$ cat config.mk
export PLATFORM = sky130hd
export DESIGN_NAME = pipeline_hazard_ctrl
export DESIGN_NICKNAME = d
export VERILOG_FILES = /design/src/rtl/hazard_pkg.sv /design/src/rtl/hazard_seq_fsm.sv /design/src/rtl/pipeline_hazard_ctrl.sv
export SDC_FILE = /design/constraint.sdc
export NUM_CORES = 1
export LEC_CHECK = 0
export CAP_MARGIN = 40
export CELL_PAD_IN_SITES_DETAIL_PLACEMENT = 2
export CELL_PAD_IN_SITES_GLOBAL_PLACEMENT = 2
export CORE_AREA = 4 4 66 68
export DETAILED_ROUTE_END_ITERATION = 6
export DIE_AREA = 0 0 70 72
export PLACE_DENSITY = 0.92
export SYNTH_ARGS = -nofsm -noshare
export SYNTH_HDL_FRONTEND = slang
export SYNTH_SLANG_ARGS = --single-unit
export TNS_END_PERCENT = 30
$ cat constraint.sdc
create_clock -name clk -period 3.2 [get_ports clk]
set_clock_uncertainty 0.15 [all_clocks]
set_input_delay 0.8 -clock clk [delete_from_list [all_inputs] [get_ports clk]]
set_output_delay 0.8 -clock clk [all_outputs]
set_load 0.05 [all_outputs]
$ cat src/rtl/hazard_pkg.sv
// Shared types and constants for the pipeline hazard controller.
`default_nettype none

package hazard_pkg;

  typedef enum logic [2:0] {
    ST_IDLE           = 3'd0,
    ST_RET_WAIT       = 3'd1,
    ST_INT_DRAIN      = 3'd2,
    ST_INT_PUSH_PC    = 3'd3,
    ST_INT_PUSH_FLAGS = 3'd4,
    ST_INT_VECTOR     = 3'd5
  } hz_state_t;

  localparam logic [1:0] FWD_RF  = 2'b00;
  localparam logic [1:0] FWD_MEM = 2'b01;
  localparam logic [1:0] FWD_WB  = 2'b10;

endpackage

`default_nettype wire

$ cat src/rtl/hazard_seq_fsm.sv
// RET drain / interrupt entry sequencer: state register, bubble counter and
// per-state stall, flush and strobe decode.
`default_nettype none

module hazard_seq_fsm
  import hazard_pkg::*;
#(
  parameter int RET_BUBBLES  = 2,
  parameter int DRAIN_CYCLES = 3
) (
  input  logic clk,
  input  logic reset,
  input  logic branch_taken,
  input  logic is_ret,
  input  logic intr,
  input  logic load_use,
  output logic stall_f,
  output logic stall_d,
  output logic flush_d,
  output logic flush_e,
  output logic ret_pc_load,
  output logic int_push_pc,
  output logic int_push_flags,
  output logic int_vec_load,
  output logic int_ack,
  output logic busy
);

  localparam logic [2:0] RET_LOAD   = 3'(RET_BUBBLES - 1);
  localparam logic [2:0] DRAIN_LOAD = 3'(DRAIN_CYCLES - 1);

  hz_state_t  state, state_nx;
  logic [2:0] cnt, cnt_nx;

  always_ff @(posedge clk or negedge reset) begin
    if (!reset) begin
      state <= ST_IDLE;
      cnt   <= 3'd0;
    end else begin
      state <= state_nx;
      cnt   <= cnt_nx;
    end
  end

  always_comb begin
    state_nx       = state;
    cnt_nx         = cnt;
    stall_f        = 1'b0;
    stall_d        = 1'b0;
    flush_d        = 1'b0;
    flush_e        = 1'b0;
    ret_pc_load    = 1'b0;
    int_push_pc    = 1'b0;
    int_push_flags = 1'b0;
    int_vec_load   = 1'b0;
    int_ack        = 1'b0;
    busy           = 1'b0;
    // Reset is level-sensitive here so every output drops the moment it asserts.
    if (reset) begin
      busy = (state != ST_IDLE);
      case (state)
        ST_IDLE: begin
          if (branch_taken) begin
            flush_d = 1'b1;
            flush_e = 1'b1;
          end else if (is_ret) begin
            stall_f  = 1'b1;
            flush_d  = 1'b1;
            flush_e  = 1'b1;
            cnt_nx   = RET_LOAD;
            state_nx = ST_RET_WAIT;
          end else if (intr) begin
            stall_f  = 1'b1;
            flush_d  = 1'b1;
            cnt_nx   = DRAIN_LOAD;
            state_nx = ST_INT_DRAIN;
          end else if (load_use) begin
            stall_f = 1'b1;
            stall_d = 1'b1;
            flush_e = 1'b1;
          end
        end
        ST_RET_WAIT: begin
          flush_d = 1'b1;
          flush_e = 1'b1;
          if (cnt == 3'd0) begin
            ret_pc_load = 1'b1;
            state_nx    = ST_IDLE;
          end else begin
            stall_f = 1'b1;
            cnt_nx  = cnt - 3'd1;
          end
        end
        ST_INT_DRAIN: begin
          stall_f = 1'b1;
          flush_d = 1'b1;
          flush_e = 1'b1;
          if (cnt == 3'd0) state_nx = ST_INT_PUSH_PC;
          else             cnt_nx   = cnt - 3'd1;
        end
        ST_INT_PUSH_PC: begin
          stall_f     = 1'b1;
          flush_d     = 1'b1;
          flush_e     = 1'b1;
          int_push_pc = 1'b1;
          state_nx    = ST_INT_PUSH_FLAGS;
        end
        ST_INT_PUSH_FLAGS: begin
          stall_f        = 1'b1;
          flush_d        = 1'b1;
          flush_e        = 1'b1;
          int_push_flags = 1'b1;
          state_nx       = ST_INT_VECTOR;
        end
        ST_INT_VECTOR: begin
          // PC is released so the vector address is fetched this cycle.
          flush_d      = 1'b1;
          flush_e      = 1'b1;
          int_vec_load = 1'b1;
          int_ack      = 1'b1;
          state_nx     = ST_IDLE;
        end
        default: state_nx = ST_IDLE;
      endcase
    end
  end

endmodule

`default_nettype wire

$ cat src/rtl/pipeline_hazard_ctrl.sv
// Hazard controller top: EX operand forwarding, load-use detection and the
// RET / interrupt sequencer.
`default_nettype none

module pipeline_hazard_ctrl
  import hazard_pkg::*;
#(
  parameter int RET_BUBBLES  = 2,
  parameter int DRAIN_CYCLES = 3
) (
  input  logic       clk,
  input  logic       reset,
  input  logic [1:0] ra_d,
  input  logic [1:0] rb_d,
  input  logic       uses_ra_d,
  input  logic       uses_rb_d,
  input  logic [1:0] ra_e,
  input  logic [1:0] rb_e,
  input  logic [1:0] dst_e,
  input  logic       wr_en_regf_e,
  input  logic       rd_en_e,
  input  logic [1:0] dst_m,
  input  logic       wr_en_regf_m,
  input  logic [1:0] dst_w,
  input  logic       wr_en_regf_w,
  input  logic       branch_taken_e,
  input  logic       is_ret_e,
  input  logic       intr,
  output logic       stall_f,
  output logic       stall_d,
  output logic       flush_d,
  output logic       flush_e,
  output logic [1:0] fwd_a_sel,
  output logic [1:0] fwd_b_sel,
  output logic       ret_pc_load,
  output logic       int_push_pc,
  output logic       int_push_flags,
  output logic       int_vec_load,
  output logic       int_ack,
  output logic       busy
);

  logic load_use;

  function automatic logic [1:0] fwd_pick(input logic [1:0] src);
    if (wr_en_regf_m && (dst_m == src))      return FWD_MEM;
    else if (wr_en_regf_w && (dst_w == src)) return FWD_WB;
    else                                     return FWD_RF;
  endfunction

  always_comb begin
    fwd_a_sel = FWD_RF;
    fwd_b_sel = FWD_RF;
    if (reset) begin
      fwd_a_sel = fwd_pick(ra_e);
      fwd_b_sel = fwd_pick(rb_e);
    end
  end

  assign load_use = rd_en_e && wr_en_regf_e &&
                    ((uses_ra_d && (dst_e == ra_d)) ||
                     (uses_rb_d && (dst_e == rb_d)));

  hazard_seq_fsm #(
    .RET_BUBBLES  (RET_BUBBLES),
    .DRAIN_CYCLES (DRAIN_CYCLES)
  ) u_seq (
    .clk            (clk),
    .reset          (reset),
    .branch_taken   (branch_taken_e),
    .is_ret         (is_ret_e),
    .intr           (intr),
    .load_use       (load_use),
    .stall_f        (stall_f),
    .stall_d        (stall_d),
    .flush_d        (flush_d),
    .flush_e        (flush_e),
    .ret_pc_load    (ret_pc_load),
    .int_push_pc    (int_push_pc),
    .int_push_flags (int_push_flags),
    .int_vec_load   (int_vec_load),
    .int_ack        (int_ack),
    .busy           (busy)
  );

endmodule

`default_nettype wire

gate_families.png
Bar = 20 um.
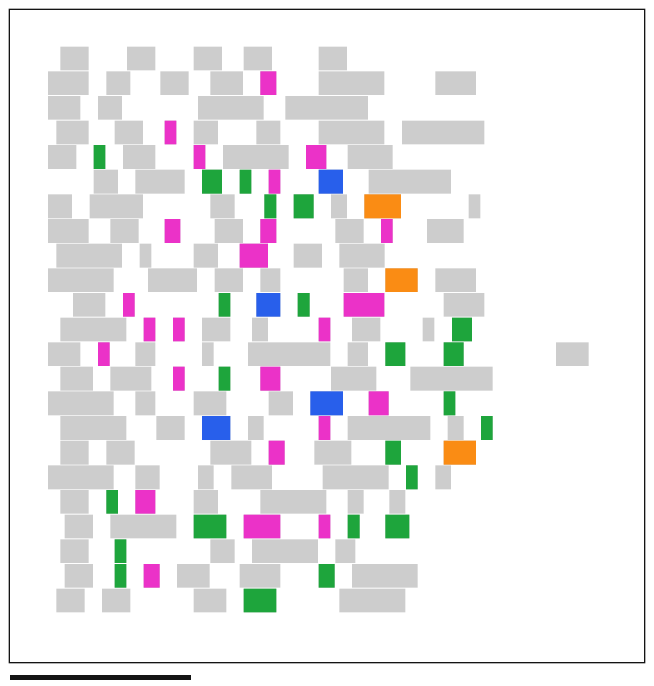
family	color	cells	most used
multiplexers	orange	3	mux2i_1
AND-OR and OR-AND gates	blue	4	a21o_1
NAND gates	green	23	nand2_1
NOR gates	magenta	24	nor2_1
leading cell type in the layout, fill and taps excluded: buf_12
Cell Count, Final, Fillers Out: 208
multi-input combinational area share: 0.431

zoom.png
Bar = 10 um. Region (30, 0) to (70, 40) um. Cells in gray, sequential cells in the stronger gray; small squares are vias.
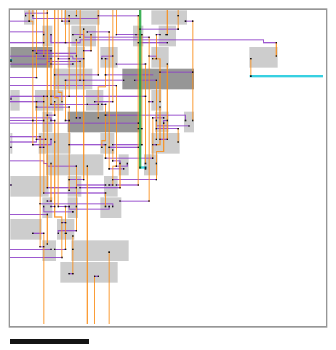
layer	color
met4	green
met2	orange
met3	cyan
met1	purple
cells with their middle in the window	38
netlist names of flops here include	u_seq.cnt (2), u_seq.state (1)
sequential cells in the window	3
most frequent	nand2_1 (5), buf_12 (5)

## metal layers
metal | wire length (um) | share of wire
met5 | 0 | 0
met4 | 80 | 0.021
met3 | 135 | 0.036
met2 | 2070 | 0.55
met1 | 1450 | 0.39
## cell usage after synthesis, types with 3 or more instances
cell / count
a211oi_1: 3
nand3_1: 4
o21ai_0: 3
nor2b_1: 4
xor2_1: 10
a31oi_1: 4
dfrtp_1: 6
nor2_1: 14
buf_2: 3
a21oi_1: 5
nor3_1: 5
nand2_1: 13
inv_1: 4
nand2b_1: 5
## worst max-delay path: cells and delay by family
kind | cells | cell delay, ps
AND-OR/OR-AND | 1 | 300
XOR/XNOR | 1 | 210
buffers and inverters | 3 | 840
AND/OR/NAND/NOR | 1 | 80
## flip-flops by register name, summed over array words and instances, names as in the netlist
register and count:
u_seq.cnt 3, u_seq.state 3
==> COMMIT_EDITMSG <==
Log flow metrics for this revision

* Cell type contributing the most total cell area after synthesis: dfrtp_1
- The final report gives the standard cell area, fillers excluded, as 0.00157 mm2.
* Top logic family: simple AND/OR/NAND/NOR gates
- met2 track demand over resource after global routing is 0.263.
- Post-route setup slack: 29.7 ps
* Resized Gates After CTS: 14
- The layout report lists the non-clock buffer share of cell area as 0.398.
* Final count of negative-setup-slack endpoints: 0
* Post-placement worst setup slack: -278 ps
- Among all stages on the critical path, the maximum delay recorded is 530 ps.
- Detailed placement finished with a half-perimeter wire length of 2790 um.
* Yosys warnings: 0
* CTS sink cnt: 6
- Number of enable-type register cells in the synthesized netlist: 0
- Number of buffers inserted by hold repair at cts: 0
* Min Hold Slack: 397 ps
- The first routing iteration left 22 violations.
- Once placement completed, the tool counted placed cells totaling 202.
- The global routing report lists combined usage of all routing layers as 0.135.
* R2r startpoint: u_seq.state[0]$_DFFE_PN0P_
* Commonest flop: dfrtp_1
- Looking at hold timing, the worst path starts from u_seq.cnt[2]$_DFFE_PN0P_.
- The max-slew check reports its worst relative slack as 0.600.
- The run finished with clean final reports.
- Each instance of the synthesized netlist takes up on average 7.27 um2.
* Startpoint types: input port
- Minimum setup slack among reg-to-reg paths: 1210 ps
- Hold analysis shows the worst path with a depth of 2.
- Per the post-route antenna check, the number of violating nets is 0.
- Via count of the first global-routing pass: 1134
* Most frequent cells in the layout: buf_12, nand2_1, nor2_1, buf_4, clkdlybuf4s50_1
- For reference, the placement row count at floorplan is 23.
* Routed via count: 1015
* Clock buffer cells: 3
- Number of flip-flops and latches: 6
- met3 track demand over resource after global routing is 0.00970.
- TritonCTS built the clock tree.
- In this run the deepest clock path goes through 2 buffers.
- Endpoint of the worst hold path: u_seq.cnt[2]$_DFFE_PN0P_
- The layout report lists the combined flip-flop and latch area as 150 um2.
- R2R Path End: u_seq.cnt[1]$_DFFE_PN0P_
- Cells in synth_stat.txt: 110
* Sequential cell area share: 0.0956
- Depth of the worst register-to-register path: 4
- After layout, the minimum clock period comes to 3170 ps.
* Vert. Die Dim: 72 um
* Net count after synthesis: 137
- For this run, the top clock speed supported by timing is 315 MHz.
* Antenna cells: 0
- Setup TNS: 0 ps
- Post-detailed-route DRC marker count: 0
* Non-CTS buffers: 51
- Counting distinct cell types in the post-synthesis netlist gives 34.
- Per the synthesis report, the XOR/XNOR share of the synthesized area is 0.131.
* Clock buffer count from CTS: 3
- The report lists the cells along the critical path as clkdlybuf4s50_1, xor2_1, nor2_1, a2111oi_2, buf_4, buf_12.
- GRT Residual Overflow: 0
- The tree is rooted in a clkbuf_8.
* Mean number of vias per cell: 4.88
* Clock slew seen by the registers of the worst setup and hold paths: 40 ps
* Proportion of layout cells with a drive suffix above 1: 0.297
- The clock network consumes a total of 112 uW.
- Per Yosys stat, the portion of area used by sequential elements is 0.188.
* YS chip area: 800 um2
- Final count of hold timing violations: 0
* Post-route total power: 869 uW
- The worst VDD IR drop from the latest analysis is 0.235 mV.
- The initial utilization of the core area, before any placement, comes to 0.207.
- Power group with the highest consumption: combinational cells
- Per the synthesis report, the simple-gate share of the synthesized area is 0.335.
- Per the synthesis report, the adder-cell share of the synthesized area is 0.0313.
- In this run, power in combinational logic comes to 571 uW.
No activity file was given, so power comes from the tool's default toggle rates.
